### Logic cells by family

(3 px per µm)
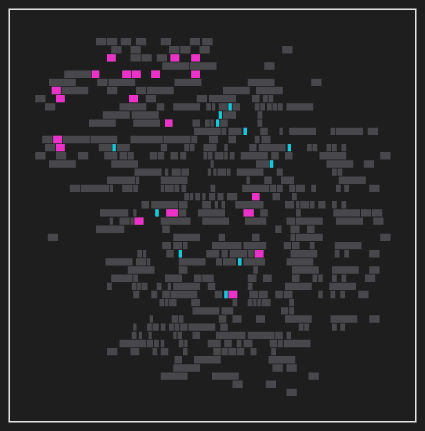
### M2 wires

(2 px per µm)
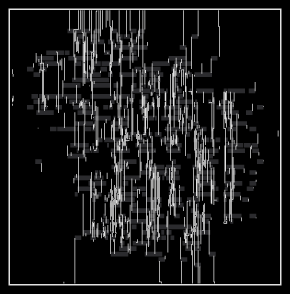
### The metal 3 layer

(2 px per µm)
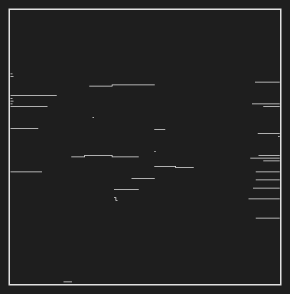
[config.mk]
export PLATFORM = sky130hd
export DESIGN_NAME = iob_vga_timing_gen
export DESIGN_NICKNAME = d
export VERILOG_FILES = /design/src/rtl/iob_vga_pkg.sv /design/src/rtl/iob_vga_tick_gen.sv /design/src/rtl/iob_vga_timing_gen.sv
export SDC_FILE = /design/constraint.sdc
export NUM_CORES = 1
export LEC_CHECK = 0
export CORE_AREA = 8 8 127 129
export DETAILED_ROUTE_END_ITERATION = 8
export DIE_AREA = 0 0 135 137
export HOLD_SLACK_MARGIN = 0.08
export PLACE_DENSITY = 0.4
export REMOVE_ABC_BUFFERS = 1
export SYNTH_ARGS = -nofsm -noshare
export SYNTH_HDL_FRONTEND = slang
export SYNTH_HIERARCHICAL = 1
export SYNTH_SLANG_ARGS = --single-unit
export TNS_END_PERCENT = 10
[constraint.sdc]
create_clock -name clk -period 2.3 [get_ports clk]
set_clock_uncertainty 0.15 [all_clocks]
set_input_delay 0.345 -clock clk [delete_from_list [all_inputs] [get_ports clk]]
set_output_delay 0.345 -clock clk [all_outputs]
set_load 0.01 [all_outputs]
[src/rtl/iob_vga_pkg.sv]
// rtl/iob_vga_pkg.sv - shared video timing geometry, types and helpers
package iob_vga_pkg;

    localparam int VGA640_H_SYNC = 96;
    localparam int VGA640_H_BP   = 48;
    localparam int VGA640_H_ACT  = 640;
    localparam int VGA640_H_FP   = 16;
    localparam int VGA640_V_SYNC = 2;
    localparam int VGA640_V_BP   = 33;
    localparam int VGA640_V_ACT  = 480;
    localparam int VGA640_V_FP   = 10;
    localparam int VGA640_H_POL  = 0;
    localparam int VGA640_V_POL  = 0;

    localparam int VGA800_H_SYNC = 128;
    localparam int VGA800_H_BP   = 88;
    localparam int VGA800_H_ACT  = 800;
    localparam int VGA800_H_FP   = 40;
    localparam int VGA800_V_SYNC = 4;
    localparam int VGA800_V_BP   = 23;
    localparam int VGA800_V_ACT  = 600;
    localparam int VGA800_V_FP   = 1;
    localparam int VGA800_H_POL  = 1;
    localparam int VGA800_V_POL  = 1;

    localparam int VGA_CW = 4;

    typedef struct packed {
        logic h_sync;
        logic v_sync;
        logic active;
    } vga_sync_t;

    // Never returns less than 1 so degenerate counters still have a bit.
    function automatic int clog2(input int value);
        int bits;
        bits = 1;
        for (int i = 1; i < 31; i++) begin
            if ((1 << i) < value) bits = i + 1;
        end
        return bits;
    endfunction

endpackage

[src/rtl/iob_vga_tick_gen.sv]
// rtl/iob_vga_tick_gen.sv - pixel tick divider, one-clk tick every DIV cycles
module iob_vga_tick_gen
    import iob_vga_pkg::*;
#(
    parameter int DIV = 3
) (
    input  logic clk,
    input  logic rst,
    input  logic en,
    output logic tick
);

    localparam int              CNT_W = clog2(DIV);
    localparam logic [CNT_W-1:0] LAST = CNT_W'(DIV - 1);

    logic [CNT_W-1:0] cnt;

    assign tick = en && (cnt == LAST);

    always_ff @(posedge clk or negedge rst) begin
        if (!rst) begin
            cnt <= '0;
        end else if (!en || tick) begin
            cnt <= '0;
        end else begin
            cnt <= cnt + CNT_W'(1);
        end
    end

endmodule

[src/rtl/iob_vga_timing_gen.sv]
// rtl/iob_vga_timing_gen.sv - parametrised VGA timing generator with 2-stage aligned outputs
module iob_vga_timing_gen
    import iob_vga_pkg::*;
#(
    parameter int DIV    = 3,
    parameter int H_SYNC = VGA640_H_SYNC,
    parameter int H_BP   = VGA640_H_BP,
    parameter int H_ACT  = VGA640_H_ACT,
    parameter int H_FP   = VGA640_H_FP,
    parameter int V_SYNC = VGA640_V_SYNC,
    parameter int V_BP   = VGA640_V_BP,
    parameter int V_ACT  = VGA640_V_ACT,
    parameter int V_FP   = VGA640_V_FP,
    parameter int H_POL  = VGA640_H_POL,
    parameter int V_POL  = VGA640_V_POL,
    parameter int CW     = VGA_CW,
    parameter int XY_W   = 10
) (
    input  logic            clk,
    input  logic            rst,
    input  logic            en,
    input  logic [3*CW-1:0] rgb,
    output logic            pixel_req,
    output logic [XY_W-1:0] pixel_x,
    output logic [XY_W-1:0] pixel_y,
    output logic            h_sync,
    output logic            v_sync,
    output logic            de,
    output logic [CW-1:0]   red,
    output logic [CW-1:0]   green,
    output logic [CW-1:0]   blue,
    output logic            frame_start,
    output logic            line_start
);

    localparam int H_TOT = H_SYNC + H_BP + H_ACT + H_FP;
    localparam int V_TOT = V_SYNC + V_BP + V_ACT + V_FP;
    localparam int CNT_W = clog2((H_TOT > V_TOT) ? H_TOT : V_TOT);

    // Boundaries are inclusive "last" values so none can exceed the counter range.
    localparam logic [CNT_W-1:0] H_LAST     = CNT_W'(H_TOT - 1);
    localparam logic [CNT_W-1:0] H_SYNC_END = CNT_W'(H_SYNC);
    localparam logic [CNT_W-1:0] H_ACT_BEG  = CNT_W'(H_SYNC + H_BP);
    localparam logic [CNT_W-1:0] H_ACT_LAST = CNT_W'(H_SYNC + H_BP + H_ACT - 1);
    localparam logic [CNT_W-1:0] V_LAST     = CNT_W'(V_TOT - 1);
    localparam logic [CNT_W-1:0] V_SYNC_END = CNT_W'(V_SYNC);
    localparam logic [CNT_W-1:0] V_ACT_BEG  = CNT_W'(V_SYNC + V_BP);
    localparam logic [CNT_W-1:0] V_ACT_LAST = CNT_W'(V_SYNC + V_BP + V_ACT - 1);

    localparam logic      H_ON   = (H_POL != 0);
    localparam logic      V_ON   = (V_POL != 0);
    localparam vga_sync_t S_IDLE = '{h_sync: !H_ON, v_sync: !V_ON, active: 1'b0};

    logic             tick;
    logic [CNT_W-1:0] hc;
    logic [CNT_W-1:0] vc;
    logic             act0;
    logic [CNT_W-1:0] x_off;
    logic [CNT_W-1:0] y_off;
    vga_sync_t        s0;
    vga_sync_t        s1;

    iob_vga_tick_gen #(
        .DIV (DIV)
    ) u_tick_gen (
        .clk  (clk),
        .rst  (rst),
        .en   (en),
        .tick (tick)
    );

    always_ff @(posedge clk or negedge rst) begin
        if (!rst) begin
            hc <= '0;
            vc <= '0;
        end else if (!en) begin
            hc <= '0;
            vc <= '0;
        end else if (tick) begin
            if (hc == H_LAST) begin
                hc <= '0;
                vc <= (vc == V_LAST) ? '0 : vc + CNT_W'(1);
            end else begin
                hc <= hc + CNT_W'(1);
            end
        end
    end

    always_comb begin
        act0      = (hc >= H_ACT_BEG) && (hc <= H_ACT_LAST) &&
                    (vc >= V_ACT_BEG) && (vc <= V_ACT_LAST);
        x_off     = hc - H_ACT_BEG;
        y_off     = vc - V_ACT_BEG;
        s0.h_sync = (hc < H_SYNC_END) ? H_ON : !H_ON;
        s0.v_sync = (vc < V_SYNC_END) ? V_ON : !V_ON;
        s0.active = act0;
    end

    // Stage 1: decoded position; pulses live for exactly the clk after a tick.
    always_ff @(posedge clk or negedge rst) begin
        if (!rst) begin
            s1          <= S_IDLE;
            pixel_req   <= 1'b0;
            pixel_x     <= '0;
            pixel_y     <= '0;
            frame_start <= 1'b0;
            line_start  <= 1'b0;
        end else if (!en) begin
            s1          <= S_IDLE;
            pixel_req   <= 1'b0;
            pixel_x     <= '0;
            pixel_y     <= '0;
            frame_start <= 1'b0;
            line_start  <= 1'b0;
        end else begin
            pixel_req   <= 1'b0;
            frame_start <= 1'b0;
            line_start  <= 1'b0;
            if (tick) begin
                s1          <= s0;
                pixel_req   <= act0;
                line_start  <= (hc == '0);
                frame_start <= (hc == '0) && (vc == '0);
                if (act0) begin
                    pixel_x <= XY_W'(x_off);
                    pixel_y <= XY_W'(y_off);
                end
            end
        end
    end

    // Stage 2: rgb arrives one tick after pixel_req; syncs are delayed to match.
    always_ff @(posedge clk or negedge rst) begin
        if (!rst) begin
            h_sync              <= !H_ON;
            v_sync              <= !V_ON;
            de                  <= 1'b0;
            {red, green, blue}  <= '0;
        end else if (!en) begin
            h_sync              <= !H_ON;
            v_sync              <= !V_ON;
            de                  <= 1'b0;
            {red, green, blue}  <= '0;
        end else if (tick) begin
            h_sync              <= s1.h_sync;
            v_sync              <= s1.v_sync;
            de                  <= s1.active;
            {red, green, blue}  <= s1.active ? rgb : '0;
        end
    end

endmodule

==> flow_metrics.tcl <==
# flow metrics
set metrics [dict create \
    outcome "complete, no violations" \
    compound_area_frac 0.220 \
    edf_count 0 \
    p_per_area_nw_per_um2 614 \
    seqPwrFrac 0.414 \
    die-width_um 135 \
    power.leakage_nw 1.91 \
    synth_flops 63 \
    place_congestion 0.740 \
    ys_async_sr_fraction 1.00 \
    placeableCoreArea_um2 14200 \
    critical_path_class "reg -> reg" \
    synthTopLogicFamily "AND-OR/OR-AND gates" \
    vias_per_cell 4.47 \
    drt-initial-drc-count 118 \
    yosysChipArea_um2 3290 \
    synth.most_common_cell "dfrtp_1" \
    worst_slew_pin_slew_ns 0.557 \
    path_depth 7 \
    yosysTopAreaCell "dfrtp_1" \
    required_ns 2.40 \
    power_frac_comb 0.088 \
    crit_path_top_delay_cell "o41a_1" \
    cp_max_fo 6 \
    hold_viol_final 0 \
]
-- 'Logic cells by family' (at the start) --
[non-inverting ao/oa cells] magenta | cells: 20 | most used: a22o_1
[inv cells] cyan | cells: 11 | most used: inv_1

-- 'M2 wires' (at the start) --
wire length on this layer: 4,090 µm
longest straight run: 45.2 µm
share of all routed wire: 47%
main direction: vertical

-- 'The metal 3 layer' (at the start) --
longest straight run: 22.8 µm
share of all routed wire: 3.9%
wire length on this layer: 340 µm

[timing repair]
action,CTS,global route
gates resized,0,4
setup endpoints to repair,0,14
hold buffers,1,0
hold endpoints to repair,16,0
[state kept, by name, indices dropped and copies added, names as in the netlist]
signal	flops
pixel_x	10
red	4
pixel_y	10
hc	10
de	1
frame_start	1
line_start	1
s1	3
h_sync	1
pixel_req	1
green	4
u_tick_gen/cnt	2
vc	10
v_sync	1
blue	4
[layout by cell type, fill, tap and decap left out, types with 3 or more instances in the layout]
cell,netlist,routed
inv_1,11,11
o21ai_0,30,30
o41ai_4,2,3
buf_12,0,3
dfrtp_1,59,59
nand3_1,20,20
nand2b_1,6,5
buf_4,3,32
a21oi_1,26,25
ha_1,9,9
clkbuf_16,0,9
or3_1,3,3
and3_1,6,6
mux2i_1,3,3
xor2_1,8,8
a211oi_1,6,6
nor3_1,6,6
o31ai_1,3,3
a21o_1,3,3
xnor2_1,8,8
clkdlybuf4s50_1,0,51
nand2_1,23,23
nor2_1,15,14
clkinv_4,0,3
dfstp_2,4,4
a22o_1,12,12
[worst paths after layout]
path                                   start           endpoint  slack [ns]
hold / removal             u_tick_gen/cnt[0]  u_tick_gen/cnt[0]        0.30
setup / recovery           u_tick_gen/cnt[0]              vc[1]        0.13
hold reg to reg            u_tick_gen/cnt[0]  u_tick_gen/cnt[0]        0.30
max in group asynchronous                rst         line_start        0.98
setup reg to reg           u_tick_gen/cnt[0]              vc[1]        0.13
min in group asynchronous                rst           green[3]        0.42
[stage by stage]
| stage | power, W | setup WS, ns | util | cells |
|---|---|---|---|---|
| finish | 0.00277 | 0.126 | 0.318 | 584 |
| detailed placement | 0.00141 | -0.0857 | 0.294 | 567 |
| global placement | 0.00141 | -0.0704 | 0.294 | 567 |
| floorplan | 0.00128 | -0.426 | - | 296 |
| global route | 0.00290 | -0.0108 | 0.318 | 584 |
| CTS | 0.00283 | 0.0719 | 0.317 | 584 |
[area by class of cell]
| class | instances | area [µm²] | area share |
|---|---|---|---|
| Clock buffer | 9 | 225 | 0.0499 |
| Clock inverter | 7 | 81.3 | 0.0180 |
| Inverter | 11 | 41.3 | 0.00914 |
| Multi-Input combinational cell | 222 | 1530 | 0.339 |
| Sequential cell | 63 | 1580 | 0.350 |
| Tap cell | 184 | 230 | 0.0510 |
| Timing Repair Buffer | 88 | 826 | 0.183 |
[power by group through the flow]
stage | Sequential (W) | Clock [W] | Combinational, W
finish | 0.00115 | 0.00138 | 0.000243
global route | 0.00115 | 0.00147 | 0.000278
CTS | 0.00115 | 0.00143 | 0.000247
detailed placement | 0.00117 | 0 | 0.000245
global placement | 0.00117 | 0 | 0.000245
floorplan | 0.00117 | 0 | 0.000109
[per-layer routing]
metal,GRT usage,up-vias,part of all wire
met5,0,-,0
met4,0.0432,0,0.014
met2,0.158,35,0.47
li1,-,1305,-
met1,0.128,1264,0.47
met3,0.0261,9,0.039
[logic make-up (layout without fill, tap and decap cells)]
group | count (synthesis) | in the layout
AND-OR/OR-AND | 98 | 98
AND/OR/NAND/NOR | 96 | 96
flip-flops | 63 | 63
buffers and inverters | 36 | 115
XOR/XNOR | 16 | 16
adder cells (fa/ha/maj) | 9 | 9
multiplexers | 3 | 3
Power is estimated from default activity; no workload was simulated.
